met1.png
The bar under the picture is 10 microns long.
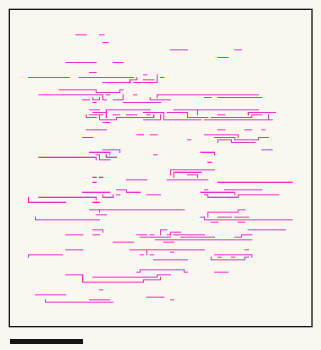
clock_map.png
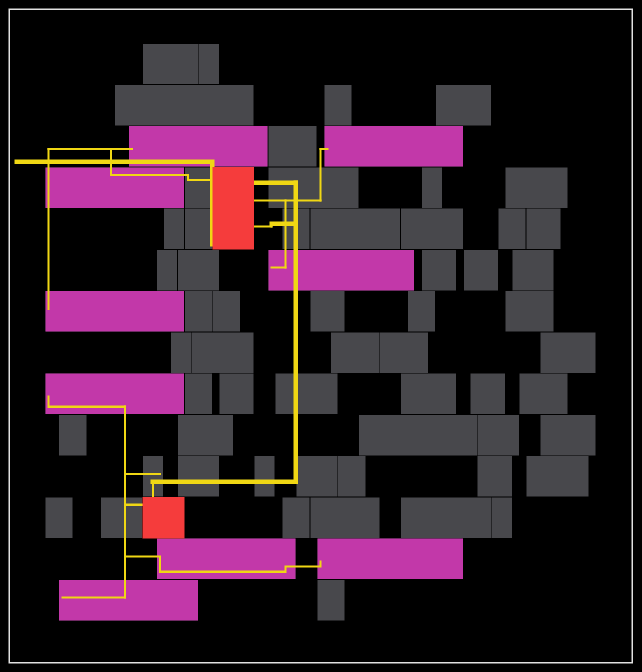
final_clocks.png
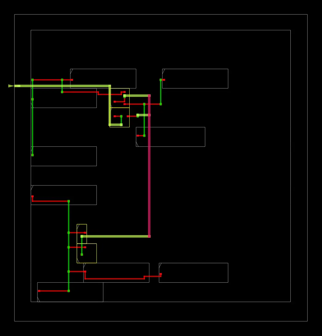
[src/rtl/rr_sel_sequencer_pkg.sv]
// Shared constants, state encoding and index helper for the round-robin select sequencer.
package rr_sel_sequencer_pkg;

    localparam int N_CH  = 4;
    localparam int SEL_W = 2;

    typedef enum logic {
        ST_IDLE = 1'b0,
        ST_HOLD = 1'b1
    } state_e;

    // Channel index that follows 'cur' in circular order.
    function automatic logic [SEL_W-1:0] next_ch(input logic [SEL_W-1:0] cur);
        return cur + {{(SEL_W-1){1'b0}}, 1'b1};
    endfunction

endpackage

[src/rtl/rr_next_index.sv]
// Combinational round-robin candidate search starting just after the last granted channel.
import rr_sel_sequencer_pkg::*;

module rr_next_index (
    input  logic [N_CH-1:0]  req,
    input  logic [SEL_W-1:0] last,
    input  logic             skip_idle,
    output logic [SEL_W-1:0] idx,
    output logic             found
);

    logic [SEL_W-1:0] cand_s;

    // Walk from the farthest offset down so the nearest requester after 'last' wins.
    always_comb begin
        idx    = next_ch(last);
        found  = 1'b0;
        cand_s = last;
        if (skip_idle) begin
            for (int k = N_CH; k >= 1; k--) begin
                cand_s = SEL_W'(int'(last) + k);
                idx    = req[cand_s] ? cand_s : idx;
                found  = found | req[cand_s];
            end
        end else begin
            found = 1'b1;
        end
    end

endmodule

[src/rtl/rr_sel_sequencer.sv]
// Round-robin select sequencer: grants channels for fixed-length slots and drives registered sel/strobes.
import rr_sel_sequencer_pkg::*;

module rr_sel_sequencer #(
    parameter int SLOT_CYCLES = 4,
    parameter bit SKIP_IDLE   = 1'b1
) (
    input  logic             clk,
    input  logic             reset,
    input  logic             en,
    input  logic [N_CH-1:0]  req,
    output logic [SEL_W-1:0] sel,
    output logic             sel_valid,
    output logic             slot_start,
    output logic             busy
);

    localparam int CNT_W = (SLOT_CYCLES > 1) ? $clog2(SLOT_CYCLES) : 1;
    localparam logic [CNT_W-1:0] CNT_RELOAD = CNT_W'(SLOT_CYCLES - 1);
    localparam logic [CNT_W-1:0] CNT_ZERO   = {CNT_W{1'b0}};
    localparam logic [CNT_W-1:0] CNT_ONE    = {{(CNT_W-1){1'b0}}, 1'b1};

    state_e           state_r, state_s;
    logic [CNT_W-1:0] cnt_r, cnt_s;
    logic [SEL_W-1:0] last_r, last_s;
    logic [SEL_W-1:0] sel_r, sel_s;
    logic             sel_valid_r, sel_valid_s;
    logic             slot_start_r, slot_start_s;
    logic             busy_r, busy_s;

    logic [SEL_W-1:0] idx_s;
    logic             found_s;
    logic             grant_s;

    rr_next_index u_next (
        .req       (req),
        .last      (last_r),
        .skip_idle (SKIP_IDLE),
        .idx       (idx_s),
        .found     (found_s)
    );

    // A new slot may start from IDLE or back-to-back when the current slot is on its last cycle.
    always_comb begin
        grant_s = en && found_s && ((state_r == ST_IDLE) || (cnt_r == CNT_ZERO));
    end

    // Next-state and next-output logic; everything holds unless granting or counting down.
    always_comb begin
        state_s      = state_r;
        cnt_s        = cnt_r;
        last_s       = last_r;
        sel_s        = sel_r;
        sel_valid_s  = sel_valid_r;
        slot_start_s = slot_start_r;
        busy_s       = busy_r;
        if (grant_s) begin
            state_s      = ST_HOLD;
            cnt_s        = CNT_RELOAD;
            last_s       = idx_s;
            sel_s        = idx_s;
            sel_valid_s  = 1'b1;
            slot_start_s = 1'b1;
            busy_s       = 1'b1;
        end else begin
            case (state_r)
                ST_IDLE: begin
                    slot_start_s = 1'b0;
                end
                ST_HOLD: begin
                    if (cnt_r != CNT_ZERO) begin
                        cnt_s        = cnt_r - CNT_ONE;
                        slot_start_s = 1'b0;
                    end else begin
                        state_s      = ST_IDLE;
                        sel_valid_s  = 1'b0;
                        slot_start_s = 1'b0;
                        busy_s       = 1'b0;
                    end
                end
                default: begin
                    state_s      = ST_IDLE;
                    cnt_s        = CNT_ZERO;
                    sel_valid_s  = 1'b0;
                    slot_start_s = 1'b0;
                    busy_s       = 1'b0;
                end
            endcase
        end
    end

    // State, counter and output registers; reset parks the pointer on the last channel.
    always_ff @(posedge clk or posedge reset) begin
        if (reset) begin
            state_r      <= ST_IDLE;
            cnt_r        <= CNT_ZERO;
            last_r       <= SEL_W'(N_CH - 1);
            sel_r        <= {SEL_W{1'b0}};
            sel_valid_r  <= 1'b0;
            slot_start_r <= 1'b0;
            busy_r       <= 1'b0;
        end else begin
            state_r      <= state_s;
            cnt_r        <= cnt_s;
            last_r       <= last_s;
            sel_r        <= sel_s;
            sel_valid_r  <= sel_valid_s;
            slot_start_r <= slot_start_s;
            busy_r       <= busy_s;
        end
    end

    assign sel        = sel_r;
    assign sel_valid  = sel_valid_r;
    assign slot_start = slot_start_r;
    assign busy       = busy_r;

endmodule

[config.mk]
export PLATFORM = sky130hd
export DESIGN_NAME = rr_sel_sequencer
export DESIGN_NICKNAME = d
export VERILOG_FILES = /design/src/rtl/rr_sel_sequencer_pkg.sv /design/src/rtl/rr_next_index.sv /design/src/rtl/rr_sel_sequencer.sv
export SDC_FILE = /design/constraint.sdc
export NUM_CORES = 1
export LEC_CHECK = 0
export CAP_MARGIN = 15
export CORE_AREA = 2 2 39 41
export DETAILED_ROUTE_END_ITERATION = 10
export DIE_AREA = 0 0 41 43
export GPL_TIMING_DRIVEN = 0
export MAX_ROUTING_LAYER = met4
export PLACE_DENSITY_LB_ADDON = 0.1
export SLEW_MARGIN = 20
export SYNTH_ARGS = -nofsm -noshare
export SYNTH_HDL_FRONTEND = slang
export SYNTH_SLANG_ARGS = --single-unit
export TNS_END_PERCENT = 10
[constraint.sdc]
create_clock -name clk -period 1.1 [get_ports clk]
set_input_delay 0.22 -clock clk [delete_from_list [all_inputs] [get_ports clk]]
set_output_delay 0.22 -clock clk [all_outputs]
set_load 0.01 [all_outputs]
==> ci_impl_report.md <==
### Flow metrics

| Metric | Value |
|---|---|
| Vias in the first global route | approximately 400 |
| Worst hold path class | primary input to asynchronous set/reset pin |
| Port bufs | 11 |
| Slew of the pin with the lowest slew margin | 348.4 ps |
| DRT iter0 DRCs | 5 |
| Most numerous logic cell after layout | dfrtp_1 |
| Tally of filler cells in the layout | between 100 and 150 |
| Critical path fanouts, max | 6 |
| Layout cell share with drive strength beyond 1 | 42.03% |
| CTS H-tree lvls | 1 |
| Die area | ~1800 sq um |
| Largest net degree at the start of global routing | 10 |
| Top cell area share | ~34% |
| Most numerous logic cells after layout | dfrtp_1 (7), nor2b_1 (4) |
| Area after DPL | 670.6 sq um |
| Multi-input gate area | 324.1 sq um |
| Slew headroom | between 70% and 80% |
| Synth Instances | 52 |
| Ports | 12 |
| Reg area | approximately 230 sq um |
| Fin. max-slew vios | 0 |
| Global route total overflow | 0 |
| Critical path launch point type | flop |
| Bufs on Longest Clock Path | 2 |
| Pleak | just over 0.3 nW |
| Pwr Total | 0.001812 W |
| Failing checks | setup timing |
| DRC | 0 |
| Clock sink count | 9 |
| ANT cells | 0 |
| Clock transition at the registers of the reported paths | ~60 ps |
| Place WS | -597.9 ps |
| Synth Seq Share | between 40% and 50% |
| Final setup margin | -71.20 ps |
| WS Path Type | flop to flop |
| FMAX | 853.8 MHz |
| Pre-Place Util | a little under two fifths |
| CP required | between 1000 and 1500 ps |
| Final setup fails | 8 |
| Min Clock Period, post-route | about 1200 ps |
| Pwr Density | 2492 nW/um^2 |
| Post-synth top area cell | dfrtp_1 |
| Main area contributors | dfrtp_1 (34%), dfstp_2 (10%), o21ai_0 (5.8%) |
| Post-Syn Area | 515.5 sq um |
| Crit path DAT | 1360 ps |
| First-pass GRT wire length | 1.614 mm |
| Post-route ant nets | 0 |
| WL per Instance | 12.79 microns |
| Hold buffers post-CTS | 0 |
| Vias/cell | 5.271 |
| Hold slack | 211.2 ps |
| CTS tree | done |
| Max incr delay on CP | 350 ps |
| Slowest cell on crit path | dfrtp_1 |
| Core ar. | 1384 sq um |
| Antenna violations before repair | 0 |
| Max Cap Viol | 0 |
| Worst R2R Path Depth | 6 |
| Clock root cell | clkbuf_4 |
| DR pass1 iterations | 2 |
| Log Warnings | 29 |
| Die Span Y | 43 microns |
| Critical Path End Type | flop |
| Fin crit share | 106.5% |
| Die X | 41 microns |
| Status | finished, violations left |
## Picture notes: met1.png
The longest straight run is 13.8 microns. The wires run mostly horizontal. The layer holds 45% of the routed length. The layer carries 489 microns of wire.
routed via count: 448
DRT Wirelength: 1.087 mm

## Picture notes: clock_map.png
Red shows cells driving clock nets, count 3. Magenta shows flip-flops, count 9. Yellow shows clock wires, length 146 microns.
There are 4 routed clock nets.
Clock Power Share: 14.6%
Setup Skew: 1.223 ps
clk latency late pin: 270 ps
clock group power: 0.000264 W

## Picture notes: final_clocks.png
layout clock buffer count: 4
Num CTS Buffers: 3

-- report_power, final --
| group | total, W | switching [W] | internal, W |
|---|---|---|---|
| clock | 0.000264 | 0.000124 | 0.000140 |
| combinational | 0.000912 | 0.000458 | 0.000454 |
| sequential | 0.000636 | 0.000123 | 0.000513 |
-- through the flow --
step	TNS [ps]	std cells	util [%]
after floorplan	-116.7	52	-
after global placement	-4930	79	48.46
after detailed placement	-4876	79	48.46
after CTS	-444.4	85	51.90
after global routing	-770.0	85	52.53
final	-387.1	85	52.53
-- worst paths after layout --
path	start	endpoint	slack [ps]
setup reg to reg	cnt_r[0]	sel[0]	-70
max in group asynchronous	reset	last_r[0]	590
min in group clk	req[0]	state_r	450
setup / recovery	cnt_r[0]	sel[0]	-70
hold / removal	reset	sel[0]	210
hold reg to reg	state_r	busy	460
-- state kept, by name, summed over array words and instances (netlist names) --
register and count:
busy 1, cnt_r 2, last_r 2, sel 2, slot_start 1, state_r 1
-- layer usage --
metal  vias to the layer above  track usage, %  wire (microns)
met5                         -               -               0
met4                         0           6.000              19
met3                         3           4.712              72
met2                        11           21.56             505
met1                       210           16.84             489
li1                        224               -               -
-- Yosys cell counts --
library cell  n
nand3_1       1
nand2b_1      1
xor2_1        1
nand2_4       1
inv_2         1
a21oi_1       4
o41a_4        1
a31oi_1       1
mux2i_1       1
o31ai_1       2
o41ai_1       1
nor2b_1       4
or2b_1        1
dfstp_2       2
nor2_1        2
o21ai_0       6
o21ba_2       1
buf_4         1
a41oi_1       2
nand2_1       2
inv_1         3
nor3_1        1
ha_1          1
o21bai_1      3
a21boi_0      1
dfrtp_1       7
-- layout make-up --
type	instances	share of cell area (%)
clock buffer	4	3.614
sequential	9	31.33
buffer	1	1.033
inverter	4	2.410
multi-input combinational	38	44.58
tap	16	2.754
timing repair buffer	13	14.29
-- worst max-delay path: cells and delay by family, from the launching register on --
| family | cells | cell delay (ps) |
|---|---|---|
| simple gates | 2 | 380 |
| flops | 1 | 350 |
| fa+ha+maj | 1 | 160 |
| compound gates | 1 | 110 |
| buf+inv | 2 | 90 |
-- cells by family after synthesis --
family	Yosys count	synth area share, %
flip-flops	9	44.18
multiplexers	1	1.942
adder cells (fa/ha/maj)	1	2.427
XOR/XNOR	1	1.699
AND/OR/NAND/NOR	13	14.56
AND-OR/OR-AND	22	30.83
buffers and inverters	5	4.369
-- repair_timing --
| action | in CTS | in global routing |
|---|---|---|
| pin swaps | 2 | 1 |
| resized | 32 | 5 |
| endpoints found under the setup margin | 14 | 10 |
| buffers inserted | 2 | 0 |
| cloned | 0 | 0 |
| endpoints found under the hold margin | 0 | 0 |
Power figures rest on the tool's default switching activity, not on a simulated workload.
